Fig. 1: run 1, placement by cell class
Fill, decap, tap and diode cells in grey.
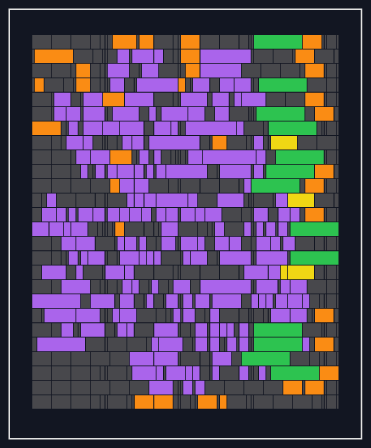
Fig. 2: run 1, placement view
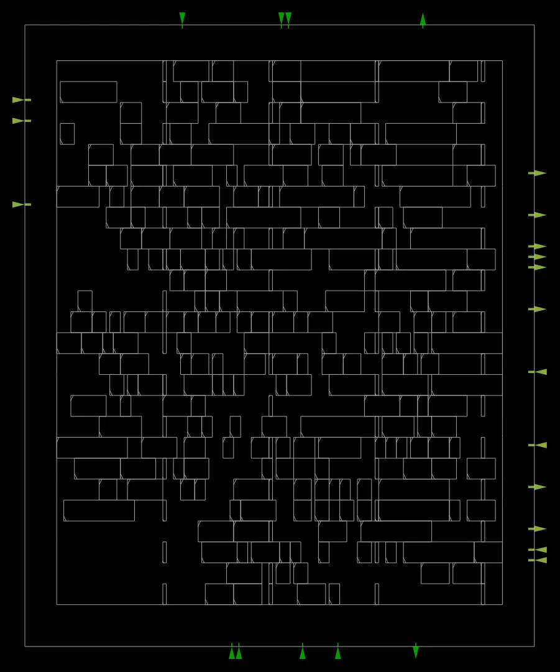
Fig. 3: run 1, M3 wires
The bar under the picture is 20 um long.
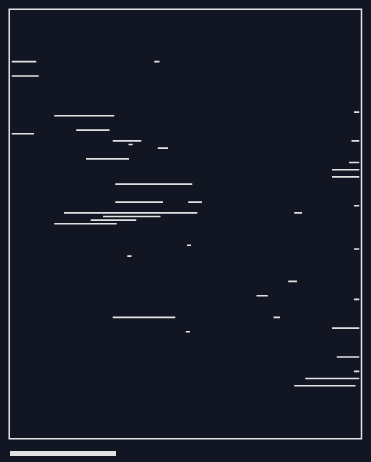
`src/rtl/pcs_receive.sv`:
```
// 1000BASE-X PCS receive: decodes SUDI code-groups and runs the receive state machine
// that produces registered rxd / rx_dv / rx_er one cycle after each sampled code-group.
module pcs_receive #(
    parameter int CG_WIDTH    = 10,
    parameter int OCTET_WIDTH = 8
) (
    input  logic                   rx_clk,
    input  logic                   mr_main_reset,
    input  logic [CG_WIDTH:0]      sudi,
    input  logic                   sync_status,
    output logic [OCTET_WIDTH-1:0] rxd,
    output logic                   rx_dv,
    output logic                   rx_er
);

    typedef enum logic [2:0] {
        LINK_FAILED = 3'd0,
        WAIT_FOR_K  = 3'd1,
        RX_K        = 3'd2,
        IDLE_D      = 3'd3,
        RECEIVE     = 3'd4,
        TRI_RRI     = 3'd5,
        RX_ERR      = 3'd6
    } state_t;

    localparam logic [OCTET_WIDTH-1:0] OCTET_ZERO = {OCTET_WIDTH{1'b0}};
    localparam logic [OCTET_WIDTH-1:0] OCTET_SSD  = 8'h55;

    // 5b/6b decode over both disparity columns: {valid, EDCBA}
    function automatic logic [5:0] dec_5b6b(input logic [5:0] abcdei);
        logic [5:0] r;
        case (abcdei)
            6'b100111, 6'b011000: r = {1'b1, 5'd0};
            6'b011101, 6'b100010: r = {1'b1, 5'd1};
            6'b101101, 6'b010010: r = {1'b1, 5'd2};
            6'b110001:            r = {1'b1, 5'd3};
            6'b110101, 6'b001010: r = {1'b1, 5'd4};
            6'b101001:            r = {1'b1, 5'd5};
            6'b011001:            r = {1'b1, 5'd6};
            6'b111000, 6'b000111: r = {1'b1, 5'd7};
            6'b111001, 6'b000110: r = {1'b1, 5'd8};
            6'b100101:            r = {1'b1, 5'd9};
            6'b010101:            r = {1'b1, 5'd10};
            6'b110100:            r = {1'b1, 5'd11};
            6'b001101:            r = {1'b1, 5'd12};
            6'b101100:            r = {1'b1, 5'd13};
            6'b011100:            r = {1'b1, 5'd14};
            6'b010111, 6'b101000: r = {1'b1, 5'd15};
            6'b011011, 6'b100100: r = {1'b1, 5'd16};
            6'b100011:            r = {1'b1, 5'd17};
            6'b010011:            r = {1'b1, 5'd18};
            6'b110010:            r = {1'b1, 5'd19};
            6'b001011:            r = {1'b1, 5'd20};
            6'b101010:            r = {1'b1, 5'd21};
            6'b011010:            r = {1'b1, 5'd22};
            6'b111010, 6'b000101: r = {1'b1, 5'd23};
            6'b110011, 6'b001100: r = {1'b1, 5'd24};
            6'b100110:            r = {1'b1, 5'd25};
            6'b010110:            r = {1'b1, 5'd26};
            6'b110110, 6'b001001: r = {1'b1, 5'd27};
            6'b001110:            r = {1'b1, 5'd28};
            6'b101110, 6'b010001: r = {1'b1, 5'd29};
            6'b011110, 6'b100001: r = {1'b1, 5'd30};
            6'b101011, 6'b010100: r = {1'b1, 5'd31};
            default:              r = {1'b0, 5'd0};
        endcase
        return r;
    endfunction

    // 3b/4b decode for y = 0..6: {valid, HGF}; the y = 7 forms depend on x and are handled below
    function automatic logic [3:0] dec_3b4b(input logic [3:0] fghj);
        logic [3:0] r;
        case (fghj)
            4'b1011, 4'b0100: r = {1'b1, 3'd0};
            4'b1001:          r = {1'b1, 3'd1};
            4'b0101:          r = {1'b1, 3'd2};
            4'b1100, 4'b0011: r = {1'b1, 3'd3};
            4'b1101, 4'b0010: r = {1'b1, 3'd4};
            4'b1010:          r = {1'b1, 3'd5};
            4'b0110:          r = {1'b1, 3'd6};
            default:          r = {1'b0, 3'd0};
        endcase
        return r;
    endfunction

    logic [5:0]             d6_s;
    logic [3:0]             d4_s;
    logic                   x_a7m_s;
    logic                   x_a7p_s;
    logic                   y7_ok_s;
    logic                   is_data_s;
    logic                   is_k28_5_s;
    logic                   is_s_s;
    logic                   is_t_s;
    logic                   is_r_s;
    logic                   rx_even_s;
    logic [OCTET_WIDTH-1:0] octet_s;
    state_t                 state_r;

    // Classify the current code-group; D.x.A7 is only legal for x = 17/18/20 (0111) and 11/13/14 (1000)
    always_comb begin
        d6_s       = dec_5b6b(sudi[9:4]);
        d4_s       = dec_3b4b(sudi[3:0]);
        x_a7m_s    = (d6_s[4:0] == 5'd17) || (d6_s[4:0] == 5'd18) || (d6_s[4:0] == 5'd20);
        x_a7p_s    = (d6_s[4:0] == 5'd11) || (d6_s[4:0] == 5'd13) || (d6_s[4:0] == 5'd14);
        case (sudi[3:0])
            4'b1110: y7_ok_s = !x_a7m_s;
            4'b0001: y7_ok_s = !x_a7p_s;
            4'b0111: y7_ok_s = x_a7m_s;
            4'b1000: y7_ok_s = x_a7p_s;
            default: y7_ok_s = 1'b0;
        endcase
        is_data_s  = d6_s[5] && (d4_s[3] || y7_ok_s);
        if (d4_s[3]) begin
            octet_s = {d4_s[2:0], d6_s[4:0]};
        end else begin
            octet_s = {3'd7, d6_s[4:0]};
        end
        is_k28_5_s = (sudi[9:0] == 10'b0011111010) || (sudi[9:0] == 10'b1100000101);
        is_s_s     = (sudi[9:0] == 10'b1101101000) || (sudi[9:0] == 10'b0010010111);
        is_t_s     = (sudi[9:0] == 10'b1011101000) || (sudi[9:0] == 10'b0100010111);
        is_r_s     = (sudi[9:0] == 10'b1110101000) || (sudi[9:0] == 10'b0001010111);
        rx_even_s  = sudi[CG_WIDTH];
    end

    // Receive state machine with registered GMII-side outputs
    always_ff @(posedge rx_clk or negedge mr_main_reset) begin
        if (!mr_main_reset) begin
            state_r <= LINK_FAILED;
            rxd     <= OCTET_ZERO;
            rx_dv   <= 1'b0;
            rx_er   <= 1'b0;
        end else if (!sync_status) begin
            // Losing sync mid-frame must still mark the truncated frame as errored
            state_r <= LINK_FAILED;
            rxd     <= OCTET_ZERO;
            rx_dv   <= 1'b0;
            rx_er   <= (state_r == RECEIVE);
        end else begin
            rxd   <= OCTET_ZERO;
            rx_dv <= 1'b0;
            rx_er <= 1'b0;
            case (state_r)
                LINK_FAILED: state_r <= WAIT_FOR_K;
                WAIT_FOR_K: begin
                    if (is_k28_5_s && rx_even_s) state_r <= RX_K;
                    else                         state_r <= WAIT_FOR_K;
                end
                RX_K: begin
                    if (is_data_s) state_r <= IDLE_D;
                    else           state_r <= WAIT_FOR_K;
                end
                IDLE_D: begin
                    if (is_k28_5_s && rx_even_s) begin
                        state_r <= RX_K;
                    end else if (is_s_s && rx_even_s) begin
                        state_r <= RECEIVE;
                        rxd     <= OCTET_SSD;
                        rx_dv   <= 1'b1;
                    end else begin
                        state_r <= WAIT_FOR_K;
                    end
                end
                RECEIVE: begin
                    if (is_data_s) begin
                        state_r <= RECEIVE;
                        rxd     <= octet_s;
                        rx_dv   <= 1'b1;
                    end else if (is_t_s) begin
                        state_r <= TRI_RRI;
                    end else begin
                        state_r <= RX_ERR;
                        rx_dv   <= 1'b1;
                        rx_er   <= 1'b1;
                    end
                end
                RX_ERR: begin
                    if (is_k28_5_s && rx_even_s) begin
                        state_r <= RX_K;
                    end else begin
                        state_r <= RX_ERR;
                        rx_dv   <= 1'b1;
                        rx_er   <= 1'b1;
                    end
                end
                TRI_RRI: begin
                    if (is_r_s)                       state_r <= TRI_RRI;
                    else if (is_k28_5_s && rx_even_s) state_r <= RX_K;
                    else                              state_r <= WAIT_FOR_K;
                end
                default: state_r <= LINK_FAILED;
            endcase
        end
    end

endmodule

```
`config.mk`:
```
export PLATFORM = sky130hd
export DESIGN_NAME = pcs_receive
export DESIGN_NICKNAME = d
export VERILOG_FILES = /design/src/rtl/pcs_receive.sv
export SDC_FILE = /design/constraint.sdc
export NUM_CORES = 1
export LEC_CHECK = 0
export CAP_MARGIN = 30
export CORE_ASPECT_RATIO = 1.25
export CORE_MARGIN = 4
export CORE_UTILIZATION = 40
export CTS_CLUSTER_DIAMETER = 40
export DETAILED_ROUTE_END_ITERATION = 8
export GPL_TIMING_DRIVEN = 0
export SKIP_CTS_REPAIR_TIMING = 1
export SLEW_MARGIN = 20
export SYNTH_ARGS = -nofsm -noshare
export SYNTH_HDL_FRONTEND = slang
export SYNTH_SLANG_ARGS = --single-unit
```
`constraint.sdc`:
```
create_clock -name rx_clk -period 3.2 [get_ports rx_clk]
set_input_delay 0.64 -clock rx_clk [delete_from_list [all_inputs] [get_ports rx_clk]]
set_output_delay 0.64 -clock rx_clk [all_outputs]
set_load 0.01 [all_outputs]
```
==> flow_results.xml, run 1 <==
<?xml version="1.0" encoding="UTF-8"?>
<metrics>
  <group name="final_layout">
    <metric name="final_net_count" unit="">268</metric>
    <metric name="post_route_cells_drive_above_1_share" unit="">0.217</metric>
    <metric name="antennaDiodeCount" unit="">0</metric>
    <metric name="area.growth.synth_to_final" unit="%">35.0</metric>
  </group>
  <group name="synth">
    <metric name="yosys.area.top_type_share" unit="">0.192</metric>
    <metric name="area_leaders" unit="">dfrtp_1, ha_1, a21oi_1</metric>
    <metric name="synth.yosys.chip_area" unit="um^2">1700</metric>
    <metric name="mappedNetlistNets" unit="">242</metric>
    <metric name="synthesis.area" unit="um^2">1700</metric>
    <metric name="synth.yosys.num_cells" unit="">215</metric>
    <metric name="synth-async-reset-ratio" unit="">1.00</metric>
    <metric name="post_synth_num_cell_types" unit="">62</metric>
    <metric name="syn-mean-instance-area" unit="um^2">7.89</metric>
    <metric name="postSynthSeqShare" unit="">0.192</metric>
    <metric name="number_of_flops_mapped_to_enable_cells_by_yosys" unit="">0</metric>
    <metric name="dominant_register_cell" unit="">dfrtp_1</metric>
    <metric name="postSynthCellCount" unit="">215</metric>
    <metric name="ys.warnings.count" unit="">0</metric>
    <metric name="synth-seq-cells" unit="">13</metric>
    <metric name="yosys.area.top_type" unit="">dfrtp_1</metric>
  </group>
  <group name="floorplan">
    <metric name="initial_core_util" unit="">0.414</metric>
    <metric name="core-area" unit="um^2">4100</metric>
    <metric name="die_height" unit="um">80.8</metric>
    <metric name="fp.dieW" unit="um">66.3</metric>
    <metric name="boundaryPins" unit="">24</metric>
    <metric name="die_area" unit="um^2">5350</metric>
  </group>
  <group name="detailed_routing">
    <metric name="drc" unit="">0</metric>
    <metric name="drt_first_iter_violations" unit="">53</metric>
    <metric name="route.detailed.wl_per_inst" unit="um">16.1</metric>
    <metric name="drt.antenna.violating_nets" unit="">0</metric>
    <metric name="via_per_inst" unit="">5.94</metric>
    <metric name="first_pass_iters" unit="">4</metric>
  </group>
  <group name="sta">
    <metric name="hold-worst-slack" unit="ns">0.665</metric>
    <metric name="timing.final.max_slew_violations" unit="">0</metric>
    <metric name="max_slew_margin" unit="">0.633</metric>
    <metric name="total_negative_setup_slacks" unit="ns">0</metric>
    <metric name="unrepaired_setup_endpoints_after_global_routing" unit="">no</metric>
    <metric name="share_of_the_cycle_needed_by_the_critical_path_after_routing" unit="">0.960</metric>
    <metric name="layout_min_cycle_time" unit="ns">3.07</metric>
    <metric name="finClkSkew" unit="ns">0.00564</metric>
    <metric name="setup_viol" unit="">0</metric>
    <metric name="setup_ws" unit="ns">0.127</metric>
    <metric name="max_freq" unit="MHz">325</metric>
    <metric name="report.final.hold_viol_count" unit="">0</metric>
    <metric name="worst_slew_pin_slew" unit="ns">0.549</metric>
  </group>
  <group name="grt">
    <metric name="antenna_found_initial" unit="">0</metric>
    <metric name="grt_start_max_net_pins" unit="">14</metric>
    <metric name="grt_first_pass_wirelength" unit="mm">8.17</metric>
    <metric name="via_count_of_the_first_global_routing_pass" unit="">1675</metric>
    <metric name="grt_remaining_overflow" unit="">0</metric>
    <metric name="track_usage" unit="">0.192</metric>
  </group>
  <group name="placed_design">
    <metric name="io_buffer_count" unit="">22</metric>
    <metric name="finalWeightedCongestion" unit="">0.863</metric>
    <metric name="post-dp-hpwl" unit="mm">3.72</metric>
    <metric name="numPlacedInstances" unit="">293</metric>
    <metric name="placedInstanceArea" unit="um^2">2070</metric>
    <metric name="post-place-ws" unit="ns">-1.23</metric>
  </group>
  <group name="power">
    <metric name="vdd_ir_drop_max" unit="mV">0.0889</metric>
    <metric name="power.total" unit="W">0.000575</metric>
    <metric name="power.static_leakage" unit="nW">0.914</metric>
    <metric name="powerDensity" unit="nW/um^2">251</metric>
  </group>
  <group name="setup_path">
    <metric name="required" unit="ns">3.38</metric>
    <metric name="path_max_fanout" unit="">11</metric>
    <metric name="startpoint_type" unit="">input pin</metric>
    <metric name="critical_path_arrival" unit="ns">3.25</metric>
    <metric name="critical_path_class" unit="">input pin to flip-flop</metric>
    <metric name="end_kind" unit="">flip-flop</metric>
  </group>
  <group name="cts">
    <metric name="cts_max_path_buffers" unit="">2</metric>
    <metric name="clkLatencyLatePin" unit="ns">0.24</metric>
    <metric name="clock_sink_count" unit="">13</metric>
    <metric name="clockRootBuffer" unit="">clkbuf_8</metric>
    <metric name="tritoncts" unit="">yes</metric>
    <metric name="cts_made_buffers" unit="">3</metric>
    <metric name="cts-htree-levels" unit="">1</metric>
    <metric name="worst_setup_hold_path_clk_slew" unit="ns">0.05</metric>
  </group>
  <group name="worst_hold_path">
    <metric name="worst_hold_path_type" unit="">flip-flop to flip-flop</metric>
  </group>
  <group name="run_status">
    <metric name="status" unit="">complete, no violations</metric>
  </group>
  <group name="run">
    <metric name="maxCapViolCount" unit="">0</metric>
    <metric name="openroad.warnings" unit="">38</metric>
  </group>
</metrics>
## Picture notes: Fig. 1
green -> flops  # cells 13, share of their area 15%
purple -> combinational and other logic  # cells 190, share of their area 69%
orange -> other buffers and delay cells  # cells 33, share of their area 14%
yellow -> clock drivers and dummy loads  # cells 4, share of their area 2.0%
Final Util: 0.559
final instance area: 2290 um^2
total number of placement rows: 26

## Picture notes: Fig. 2
Seq Cell Count: 13
number of tap instances: 56
fillcell total: 385
Non-Filler Instances: 296
Seq area share: 0.142

## Picture notes: Fig. 3
longest straight run = 24.8 um
main direction = horizontal
nets with wire on the layer = 32
wire length on this layer = 189 um
share of all routed wire = 4.0%
routing usage on met3: 0.00830
Total Routed Length: 4.77 mm
via count: 1758

-- run 1: kinds of logic after synthesis --
group,Yosys count,synth area share
multiplexers,7,0.0428
buffers and inverters,22,0.0627
adder cells (fa/ha/maj),13,0.0959
AND/OR/NAND/NOR,78,0.245
AND-OR/OR-AND,82,0.362
flip-flops,13,0.192
-- run 1: layout by cell type, fill, tap and decap left out, drive strengths merged, types with 5 or more instances in the layout --
cell | synthesis | routed
clkdlybuf4s50 | 0 | 18
o21ai | 18 | 18
nand2 | 17 | 17
nor2 | 17 | 17
a21oi | 16 | 16
dfrtp | 13 | 13
ha | 13 | 13
buf | 6 | 11
inv | 10 | 10
nand3 | 9 | 9
nor2b | 8 | 8
clkbuf | 6 | 7
nand2b | 6 | 6
mux2i | 5 | 5
-- run 1: per-layer routing --
metal	track usage	wire length, um	vias up
li1	-	-	860
met1	0.251	2070	832
met2	0.333	2420	58
met3	0.00830	189	8
met4	0.0691	86	0
met5	0	0	-
-- run 1: synthesized netlist by cell type (2+ instances only) --
library cell and number:
o21ai_1 3, a31oi_1 2, mux2_2 2, a211o_1 2
buf_6 2, clkbuf_1 6, nand4_1 2, dfrtp_1 13
nor2_1 17, nor3b_1 2, mux2i_1 5, o22ai_1 2
ha_1 13, a21oi_1 15, or2_1 2, and3_1 2
o221ai_1 2, o211ai_1 3, nor2b_1 8, inv_1 10
o21ai_0 14, o311ai_0 2, buf_4 2, a221o_1 2
nand2_1 17, a41oi_1 2, or3_1 2, o31ai_2 2
nand2b_1 6, o22a_1 2, a21o_1 4, o31ai_1 2
a211oi_1 4, nand3_1 9, and2b_1 3, a21boi_0 3
-- run 1: worst max-delay path, stage by stage --
cell and delay [ns]:
buf_12 0.12, inv_12 0.04, ha_4 0.28, or3b_4 0.39, o311a_4 0.16, o21a_1 0.20, o31ai_4 0.30, o32ai_4 0.17
a221oi_2 0.33, a311oi_4 0.09, o31ai_1 0.34, and3_1 0.19
-- run 1: flip-flops by register name (all words and copies together), names as in the netlist --
register,flops
rx_dv,1
rx_er,1
rxd,8
state_r,3
-- run 1: final timing paths --
path                                     from          to  slack, ns  cells past startpoint
worst max-delay path                  sudi[5]  state_r[0]       0.13                     12
worst min-delay path               state_r[2]  state_r[2]       0.66                      2
worst max register to register     state_r[1]      rxd[0]       1.73                      3
worst min register to register     state_r[2]  state_r[2]       0.66                      2
max in group asynchronous       mr_main_reset      rxd[1]       2.07                      1
min in group asynchronous       mr_main_reset      rxd[5]       0.76                      1
-- run 1: cell type report --
cell class	instances	area [um^2]	area share
Multi-Input combinational cell	180	1490	0.649
Sequential cell	13	325	0.142
Timing Repair Buffer	24	248	0.108
Tap cell	56	70.1	0.0306
Buffer	9	62.6	0.0273
Inverter	10	52.6	0.0230
Clock buffer	4	45.0	0.0197
-- run 1: power by group --
part	internal [W]	total [W]	switching, W	leakage [nW]
logic	0.000116	0.000265	0.000149	0.713
registers	0.000166	0.000169	0.00000320	0.179
clock network	0.0000876	0.000141	0.0000535	0.0228
total	0.000369	0.000575	0.000206	0.914
==> inputs of run 2 (changes only) <==
- CAP_MARGIN: 30 -> 20
- CELL_PAD_IN_SITES_DETAIL_PLACEMENT: not set -> 0
- CELL_PAD_IN_SITES_GLOBAL_PLACEMENT: not set -> 2
- CORE_UTILIZATION: 40 -> 35
- GPL_ROUTABILITY_DRIVEN: not set -> 1
- PLACE_DENSITY_LB_ADDON: not set -> 0.1
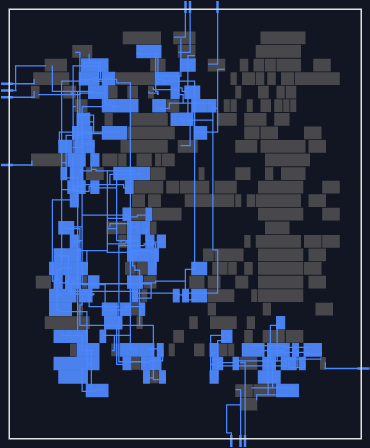
Fig. 4. Port wiring (run 2).
blue -> sudi  # bits 11, direction input, edge 4 left, 3 bottom, 3 top, 1 right, end cells 101, buffers 19, wire 1250 um
Buffers on Ports: 22
total I/O pin count: 24

==> flow_results.xml, run 2 <==
<?xml version="1.0" encoding="UTF-8"?>
<metrics>
  <group name="sta">
    <metric name="report.final.hold_viol_count" unit="">0</metric>
    <metric name="worst_slew_pin_slew" unit="ns">0.553</metric>
    <metric name="unrepaired_setup_endpoints_after_global_routing" unit="">no</metric>
    <metric name="layout_min_cycle_time" unit="ns">3.11</metric>
    <metric name="max_freq" unit="MHz">322</metric>
    <metric name="share_of_the_cycle_needed_by_the_critical_path_after_routing" unit="">0.971</metric>
    <metric name="setup_viol" unit="">0</metric>
    <metric name="timing.final.max_slew_violations" unit="">0</metric>
    <metric name="hold-worst-slack" unit="ns">0.653</metric>
  </group>
  <group name="detailed_routing">
    <metric name="first_pass_iters" unit="">4</metric>
    <metric name="drt_first_iter_violations" unit="">58</metric>
    <metric name="via_per_inst" unit="">5.83</metric>
    <metric name="drt.antenna.violating_nets" unit="">0</metric>
    <metric name="drc" unit="">0</metric>
    <metric name="route.detailed.wl_per_inst" unit="um">17.2</metric>
  </group>
  <group name="synth">
    <metric name="synth.yosys.chip_area" unit="um^2">1700</metric>
    <metric name="syn-mean-instance-area" unit="um^2">7.89</metric>
    <metric name="number_of_flops_mapped_to_enable_cells_by_yosys" unit="">0</metric>
    <metric name="mappedNetlistNets" unit="">242</metric>
    <metric name="area_leaders" unit="">dfrtp_1, ha_1, a21oi_1</metric>
    <metric name="synth-seq-cells" unit="">13</metric>
    <metric name="synthesis.area" unit="um^2">1700</metric>
    <metric name="postSynthCellCount" unit="">215</metric>
    <metric name="postSynthSeqShare" unit="">0.192</metric>
    <metric name="yosys.area.top_type" unit="">dfrtp_1</metric>
    <metric name="ys.warnings.count" unit="">0</metric>
    <metric name="yosys.area.top_type_share" unit="">0.192</metric>
    <metric name="synth-async-reset-ratio" unit="">1.00</metric>
    <metric name="synth.top_cells.by_count" unit="">nand2_1, nor2_1, a21oi_1</metric>
  </group>
  <group name="worst_hold_path">
    <metric name="number_of_cells_on_the_worst_hold_path" unit="">2</metric>
    <metric name="worstHoldStart" unit="">state_r[2]</metric>
    <metric name="hold_end" unit="">state_r[2]</metric>
    <metric name="worst_hold_path_type" unit="">flip-flop to flip-flop</metric>
  </group>
  <group name="power">
    <metric name="power.net_switching" unit="W">0.000209</metric>
    <metric name="pwr-share-comb" unit="">0.461</metric>
    <metric name="p_seq_frac" unit="">0.293</metric>
    <metric name="powerDensity" unit="nW/um^2">252</metric>
    <metric name="power_report.internal_total" unit="W">0.000369</metric>
    <metric name="vdd_ir_drop_max" unit="mV">0.0941</metric>
  </group>
  <group name="final_layout">
    <metric name="largest_registers" unit="">rxd (8), state_r (3)</metric>
    <metric name="finish.instance_area" unit="um^2">2300</metric>
    <metric name="layout_top_cells_excl_fill_tap" unit="">nand2_1, clkdlybuf4s50_1, nor2_1</metric>
    <metric name="comb_area" unit="um^2">1450</metric>
    <metric name="largest_register_ff_count" unit="">8</metric>
    <metric name="final_cells" unit="">303</metric>
    <metric name="final_net_count" unit="">271</metric>
    <metric name="area.growth.synth_to_final" unit="%">35.3</metric>
    <metric name="num-fill-cells" unit="">466</metric>
    <metric name="flop_area" unit="um^2">325</metric>
    <metric name="post_route_cells_drive_above_1_share" unit="">0.226</metric>
  </group>
  <group name="cts">
    <metric name="clock_sink_count" unit="">13</metric>
    <metric name="cts_max_path_buffers" unit="">2</metric>
    <metric name="clkLatencyLatePin" unit="ns">0.24</metric>
    <metric name="clockRootBuffer" unit="">clkbuf_8</metric>
    <metric name="tritoncts" unit="">yes</metric>
    <metric name="cts-htree-levels" unit="">1</metric>
  </group>
  <group name="setup_path">
    <metric name="critical_path_class" unit="">input pin to flip-flop</metric>
    <metric name="critical_path.slowest_cell" unit="">a311oi_2</metric>
    <metric name="r2r_slack" unit="ns">1.86</metric>
    <metric name="rr_worst_depth" unit="">3</metric>
    <metric name="startpoint_type" unit="">input pin</metric>
    <metric name="critical_path_arrival" unit="ns">3.23</metric>
    <metric name="timing.critical_path.cells" unit="">buf_12, inv_4, ha_4, or3b_4, o311a_4, a221oi_4, o31ai_4, o32ai_4, a221oi_2, a311oi_2, nor3b_2, o311a_1</metric>
    <metric name="end_kind" unit="">flip-flop</metric>
    <metric name="path_max_fanout" unit="">10</metric>
    <metric name="required" unit="ns">3.32</metric>
    <metric name="critical-path-max-stage-delay" unit="ns">0.44</metric>
  </group>
  <group name="placed_design">
    <metric name="post-dp-hpwl" unit="mm">4.03</metric>
    <metric name="numPlacedInstances" unit="">297</metric>
    <metric name="placedInstanceArea" unit="um^2">2070</metric>
    <metric name="finalWeightedCongestion" unit="">0.879</metric>
  </group>
  <group name="grt">
    <metric name="grt_remaining_overflow" unit="">0</metric>
    <metric name="grt_start_max_net_pins" unit="">14</metric>
    <metric name="grt_first_pass_wirelength" unit="mm">8.15</metric>
    <metric name="via_count_of_the_first_global_routing_pass" unit="">1659</metric>
  </group>
  <group name="floorplan">
    <metric name="initial_core_util" unit="">0.359</metric>
    <metric name="die_height" unit="um">85.8</metric>
    <metric name="fp.dieW" unit="um">70.3</metric>
    <metric name="placementRows" unit="">28</metric>
  </group>
  <group name="run_status">
    <metric name="status" unit="">complete, no violations</metric>
  </group>
</metrics>
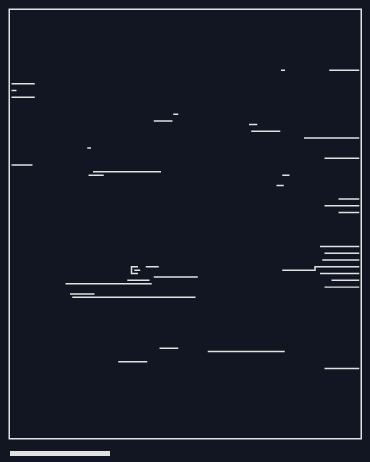
Fig. 5. M3 wires (run 2).
The bar under the picture is 20 um long.
wire length on this layer = 234 um
longest straight run = 24.4 um
main direction = horizontal
nets with wire on the layer = 33
via count: 1765
Total Routed Length: 5.20 mm
routing usage on met3: 0.0117

## run 2: critical path, delay by kind of cell
family                     cells  cell delay [ns]
and+or+nand+nor                2             0.53
adders and majority gates      1             0.27
AOI/OAI and AO/OA              7             1.62
buffers and inverters          2             0.16
## run 2: worst max-delay path by stage
stage	depth (start not counted)	end	from	slack [ns]
floorplan	12	state_r[1]	sudi[5]	-0.003
global placement	11	state_r[1]	sudi[5]	-1.27
detailed placement	13	state_r[1]	sudi[5]	-1.30
CTS	13	state_r[1]	sudi[5]	-1.04
global route	10	state_r[1]	sudi[9]	0.01
finish	12	state_r[1]	sudi[4]	0.09
## run 2: area by class of cell
class	count	area share
Sequential cell	13	0.142
Inverter	10	0.0229
Timing Repair Buffer	27	0.121
Clock buffer	3	0.0180
Buffer	9	0.0289
Tap cell	60	0.0327
Multi-Input combinational cell	180	0.633
Clock inverter	1	0.00218
## run 2: logic make-up (layout without fill, tap and decap cells)
kind of cell               after synthesis  count (layout)  share of synthesized area
buffers and inverters                   22              50                     0.0627
AOI/OAI and AO/OA                       82              82                      0.362
muxes                                    7               7                     0.0428
DFF                                     13              13                      0.192
and+or+nand+nor                         78              78                      0.245
adders and majority gates               13              13                     0.0959
## run 2: power groups by stage
| stage | Clock, W | Combinational, W | Sequential (W) |
|---|---|---|---|
| floorplan | 0 | 0.000163 | 0.000171 |
| global placement | 0 | 0.000228 | 0.000172 |
| detailed placement | 0 | 0.000230 | 0.000172 |
| CTS | 0.000144 | 0.000232 | 0.000169 |
| global route | 0.000149 | 0.000288 | 0.000170 |
| finish | 0.000142 | 0.000267 | 0.000169 |
## run 2: metrics by stage
| step | TNS, ns | util | setup slack, ns |
|---|---|---|---|
| 2_1_floorplan | -0.00293 | - | -0.00293 |
| 3_3_place_gp | -13.81 | 0.439 | -1.27 |
| 3_5_place_dp | -14.09 | 0.439 | -1.30 |
| 4_1_cts | -11.02 | 0.448 | -1.04 |
| 5_1_grt | 0 | 0.485 | 0.0106 |
| 6_report | 0 | 0.485 | 0.0913 |
## run 2: per-layer routing
metal / vias up / global-route usage / routed length (um)
li1: 866 / - / -
met1: 837 / 0.190 / 2080
met2: 52 / 0.308 / 2740
met3: 10 / 0.0117 / 233
met4: 0 / 0.0714 / 146
met5: - / 0 / 0
Power and IR drop assume default switching activity.
